[config.mk]
export PLATFORM = sky130hd
export DESIGN_NAME = change48_to_64_flat
export DESIGN_NICKNAME = d
export VERILOG_FILES = /design/src/rtl/change48_to_64_if.sv /design/src/rtl/change48_to_64.sv /design/src/flat_wrapper.sv
export SDC_FILE = /design/constraint.sdc
export NUM_CORES = 1
export LEC_CHECK = 0
export ABC_AREA = 1
export CORE_UTILIZATION = 25
export DETAILED_ROUTE_END_ITERATION = 12
export PLACE_DENSITY_LB_ADDON = 0.2
export SLEW_MARGIN = 10
export SYNTH_ARGS = -nofsm -noshare
export SYNTH_HDL_FRONTEND = slang
export SYNTH_SLANG_ARGS = --single-unit
[constraint.sdc]
create_clock -name clk -period 4.6 [get_ports clk]
set_clock_uncertainty 0.1 [all_clocks]
set_input_delay 0.92 -clock clk [delete_from_list [all_inputs] [get_ports clk]]
set_output_delay 0.92 -clock clk [all_outputs]
set_load 0.01 [all_outputs]
[src/rtl/change48_to_64_if.sv]
// ============================================================================
// change48_to_64_if : stream bus of the 48-to-64 bit gearbox
// Rev 1.0 : initial release
// ============================================================================
`default_nettype none

interface change48_to_64_if;
  logic        inflag;
  logic [47:0] Din;
  logic        flush;
  logic [63:0] Dout;
  logic        D_flag;
  logic        pending;

  modport master (
    output inflag, Din, flush,
    input  Dout, D_flag, pending
  );

  modport slave (
    input  inflag, Din, flush,
    output Dout, D_flag, pending
  );
endinterface

`default_nettype wire

[src/rtl/change48_to_64.sv]
// ============================================================================
// change48_to_64 : packs 48-bit words MSB-first into 64-bit words (4 in -> 3 out)
// Rev 1.0 : initial release
// ============================================================================
`default_nettype none

module change48_to_64 (
  input  wire              clk,
  input  wire              rst,
  change48_to_64_if.slave  bus
);

  logic [1:0]  cnt_q, cnt_d;
  logic [47:0] temp_q, temp_d;
  logic [63:0] dout_q, dout_d;
  logic        dflag_q, dflag_d;
  logic        pending_q, pending_d;

  always_comb begin
    cnt_d   = cnt_q;
    temp_d  = temp_q;
    dout_d  = 64'd0;
    dflag_d = 1'b0;

    if (bus.inflag) begin
      cnt_d = cnt_q + 2'd1;
      case (cnt_q)
        2'd0: begin
          temp_d = bus.Din;
        end
        2'd1: begin
          dout_d  = {temp_q, bus.Din[47:32]};
          temp_d  = {16'd0, bus.Din[31:0]};
          dflag_d = 1'b1;
        end
        2'd2: begin
          dout_d  = {temp_q[31:0], bus.Din[47:16]};
          temp_d  = {32'd0, bus.Din[15:0]};
          dflag_d = 1'b1;
        end
        default: begin
          dout_d  = {temp_q[15:0], bus.Din};
          temp_d  = 48'd0;
          dflag_d = 1'b1;
        end
      endcase
    end else if (bus.flush && (cnt_q != 2'd0)) begin
      // Residue is left-justified; its width shrinks by 16 bits per phase.
      case (cnt_q)
        2'd1:    dout_d = {temp_q, 16'd0};
        2'd2:    dout_d = {temp_q[31:0], 32'd0};
        default: dout_d = {temp_q[15:0], 48'd0};
      endcase
      dflag_d = 1'b1;
      cnt_d   = 2'd0;
      temp_d  = 48'd0;
    end

    pending_d = (cnt_d != 2'd0);
  end

  always_ff @(posedge clk or negedge rst) begin
    if (!rst) begin
      cnt_q     <= 2'd0;
      temp_q    <= 48'd0;
      dout_q    <= 64'd0;
      dflag_q   <= 1'b0;
      pending_q <= 1'b0;
    end else begin
      cnt_q     <= cnt_d;
      temp_q    <= temp_d;
      dout_q    <= dout_d;
      dflag_q   <= dflag_d;
      pending_q <= pending_d;
    end
  end

  assign bus.Dout    = dout_q;
  assign bus.D_flag  = dflag_q;
  assign bus.pending = pending_q;

endmodule

`default_nettype wire
[src/flat_wrapper.sv]
// flat-port wrapper written by rule: the top's interface ports become plain ports
module change48_to_64_flat 
  (clk, rst, bus_inflag, bus_Din, bus_flush, bus_Dout, bus_D_flag, bus_pending);
  change48_to_64_if bus_i ();
  input  wire clk;
  input  wire rst;
  input wire logic [$bits(bus_i.inflag)-1:0] bus_inflag;
  input wire logic [$bits(bus_i.Din)-1:0] bus_Din;
  input wire logic [$bits(bus_i.flush)-1:0] bus_flush;
  output wire logic [$bits(bus_i.Dout)-1:0] bus_Dout;
  output wire logic [$bits(bus_i.D_flag)-1:0] bus_D_flag;
  output wire logic [$bits(bus_i.pending)-1:0] bus_pending;
  assign bus_i.inflag = bus_inflag;
  assign bus_i.Din = bus_Din;
  assign bus_i.flush = bus_flush;
  assign bus_Dout = bus_i.Dout;
  assign bus_D_flag = bus_i.D_flag;
  assign bus_pending = bus_i.pending;
  change48_to_64 u_core (.clk(clk), .rst(rst), .bus(bus_i));
endmodule
==> summary.txt <==
CP max FO -> 49
Seq cells post-synth -> 116
Worst-path clk slew -> 0.05 ns
Comb pwr share -> 0.387
most numerous logic cell after layout -> nand2_1
Clock H-tree levels -> 4
All-Layer GR Usage -> 0.177
Reg-to-Reg End -> u_core.temp_q[10]$_DFFE_PN0P_
Mapped Cells -> 705
CTS Buf Count -> 17
Top Ports -> 118
Leakage -> 3.49 nW
YS chip area -> 0.00554 mm²
outcome -> completed
hold path startpoint -> u_core.temp_q[1]$_DFFE_PN0P_
mean post-synth cell area -> 7.86 µm²
flop-to-flop setup slack -> 1.60 ns
worst skew pair latency -> 0.42 ns
drt wl/cell -> 17.1 µm
# nets final -> 858
chip width -> 151 µm
via count -> 4,963
Synth Seq Share -> 0.524
syn nets -> 761
minimum clock period -> 3.00 ns
Slew HR -> 0.353
TritonCTS clock tree -> built
initial antenna violation count -> 0
tool warnings -> 29
CP max-delay cell -> inv_2
CP cell instances -> inv_1, ha_1, inv_2, nand3_2, nand3_1, o21ai_0
Top cells excl fill/tap -> nand2_1 (259), clkdlybuf4s50_1 (116), dfrtp_1 (116), nand3_1 (97), o21ai_0 (72)
placed insts -> 1,063
Worst Tran Pin Value -> 0.970 ns
critical path arrival -> 3.17 ns
post-CTS setup buffers -> 0
CP Capture Type -> flip-flop
vias in the first global route -> 5,083
Register-to-Register Path Depth -> 6
die height -> 151 µm
Post-CTS Hold Fix Bufs -> 0
Site Rows -> 54
TritonRoute pass-1 iters -> 11
Int Pwr -> 2.70 mW
vias per cell -> 4.54
post-cts sizing count -> 0
==> cell families after synthesis <==
group / share of synthesized area
and+or+nand+nor: 0.293
DFF: 0.524
buffers and inverters: 0.0847
AOI/OAI and AO/OA: 0.0894
adders and majority gates: 0.00903
==> per-stage QoR <==
stage	worst slack, ns	hold WS (ns)	utilization
floorplan	2.89	0.363	-
global placement	1.34	0.390	0.316
detailed placement	1.32	0.388	0.316
CTS	1.58	0.399	0.341
global route	1.36	0.431	0.341
finish	1.60	0.400	0.341
==> worst register-to-register path, delay by kind of cell (launching register included) <==
kind	cells	cell delay, ns
and+or+nand+nor	2	0.82
AOI/OAI and AO/OA	1	0.11
buffers and inverters	2	0.88
adders and majority gates	1	0.52
DFF	1	0.42
==> cell usage after synthesis, types with 2 or more instances <==
cell | n | share of area
nand3_1 | 97 | 0.088
nand2_1 | 259 | 0.18
nor2_1 | 16 | 0.011
nand2_4 | 2 | 0.0041
inv_2 | 6 | 0.0041
buf_4 | 5 | 0.0068
buf_6 | 3 | 0.0061
dfrtp_1 | 116 | 0.52
buf_2 | 28 | 0.025
o21ai_0 | 72 | 0.065
clkbuf_1 | 7 | 0.0047
nand2_2 | 3 | 0.0034
ha_1 | 4 | 0.0090
o21ai_1 | 26 | 0.023
inv_1 | 52 | 0.035
==> layer usage <==
metal / GRT usage / routed length, µm / vias to the layer above
li1: - / - / 2438
met1: 0.259 / 9320 / 2348
met2: 0.259 / 8070 / 161
met3: 0.0337 / 1110 / 16
met4: 0.0590 / 223 / 0
met5: 0 / 0 / -
==> cell type report <==
class / instances / area (µm²)
tap: 280 / 350
fill: 2338 / 14300
sequential: 116 / 2900
multi-input combinational: 485 / 2170
clock inverter: 5 / 50.0
timing repair buffer: 122 / 1220
inverter: 60 / 228
clock buffer: 26 / 489
==> power groups by stage <==
stage                     clock (mW)  combinational (mW)  sequential, mW
after detailed placement           0                1.72            1.50
after global routing            1.30                1.91            1.52
final                           1.23                1.71            1.48
after floorplan                    0               0.900            1.55
after CTS                       1.26                1.73            1.49
after global placement             0                1.72            1.50
==> how the worst max path moves through the flow <==
stage                              startpoint                            end  cells past startpoint
floorplan                          bus_inflag  u_core.bus.Dout[12]$_DFF_PN0_                      6
global placement                   bus_inflag  u_core.temp_q[10]$_DFFE_PN0P_                      6
detailed placement                 bus_inflag  u_core.bus.Dout[39]$_DFF_PN0_                      7
CTS                 u_core.cnt_q[0]$_DFF_PN0_  u_core.temp_q[10]$_DFFE_PN0P_                      6
global route        u_core.cnt_q[0]$_DFF_PN0_  u_core.temp_q[11]$_DFFE_PN0P_                      6
finish              u_core.cnt_q[0]$_DFF_PN0_  u_core.temp_q[10]$_DFFE_PN0P_                      6
==> sequential cells by signal (all words and copies together) (netlist names) <==
signal and flops:
u_core.bus.Dout 64, u_core.temp_q 48, u_core.cnt_q 2, u_core.bus.D_flag 1
u_core.bus.pending 1
power_grid.png
The bar under the picture is 50 µm long. Pins as bars on the die edge.
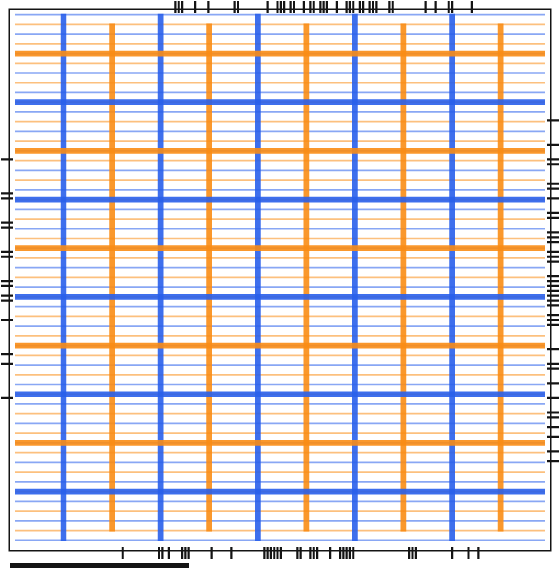
[orange] VDD
[blue] VSS
rows: 54
met4 straps: 10
core area: 0.0218 mm²
maximum vdd ir drop: 275 µV

placement_by_type.png
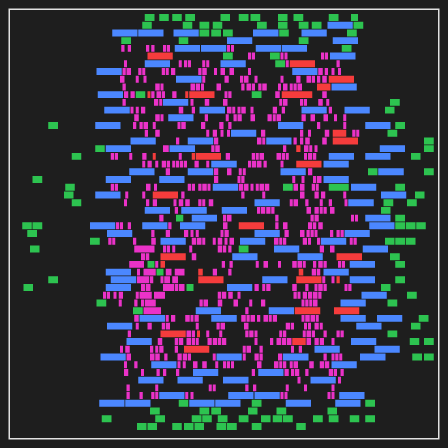
[green] other buffers and delay cells | cells: 122 | share of their area: 17%
[magenta] combinational and other logic | cells: 545 | share of their area: 34%
[red] clock drivers and dummy loads | cells: 31 | share of their area: 7.6%
[blue] flops | cells: 116 | share of their area: 41%

Power figures rest on the tool's default switching activity, not on a simulated workload.
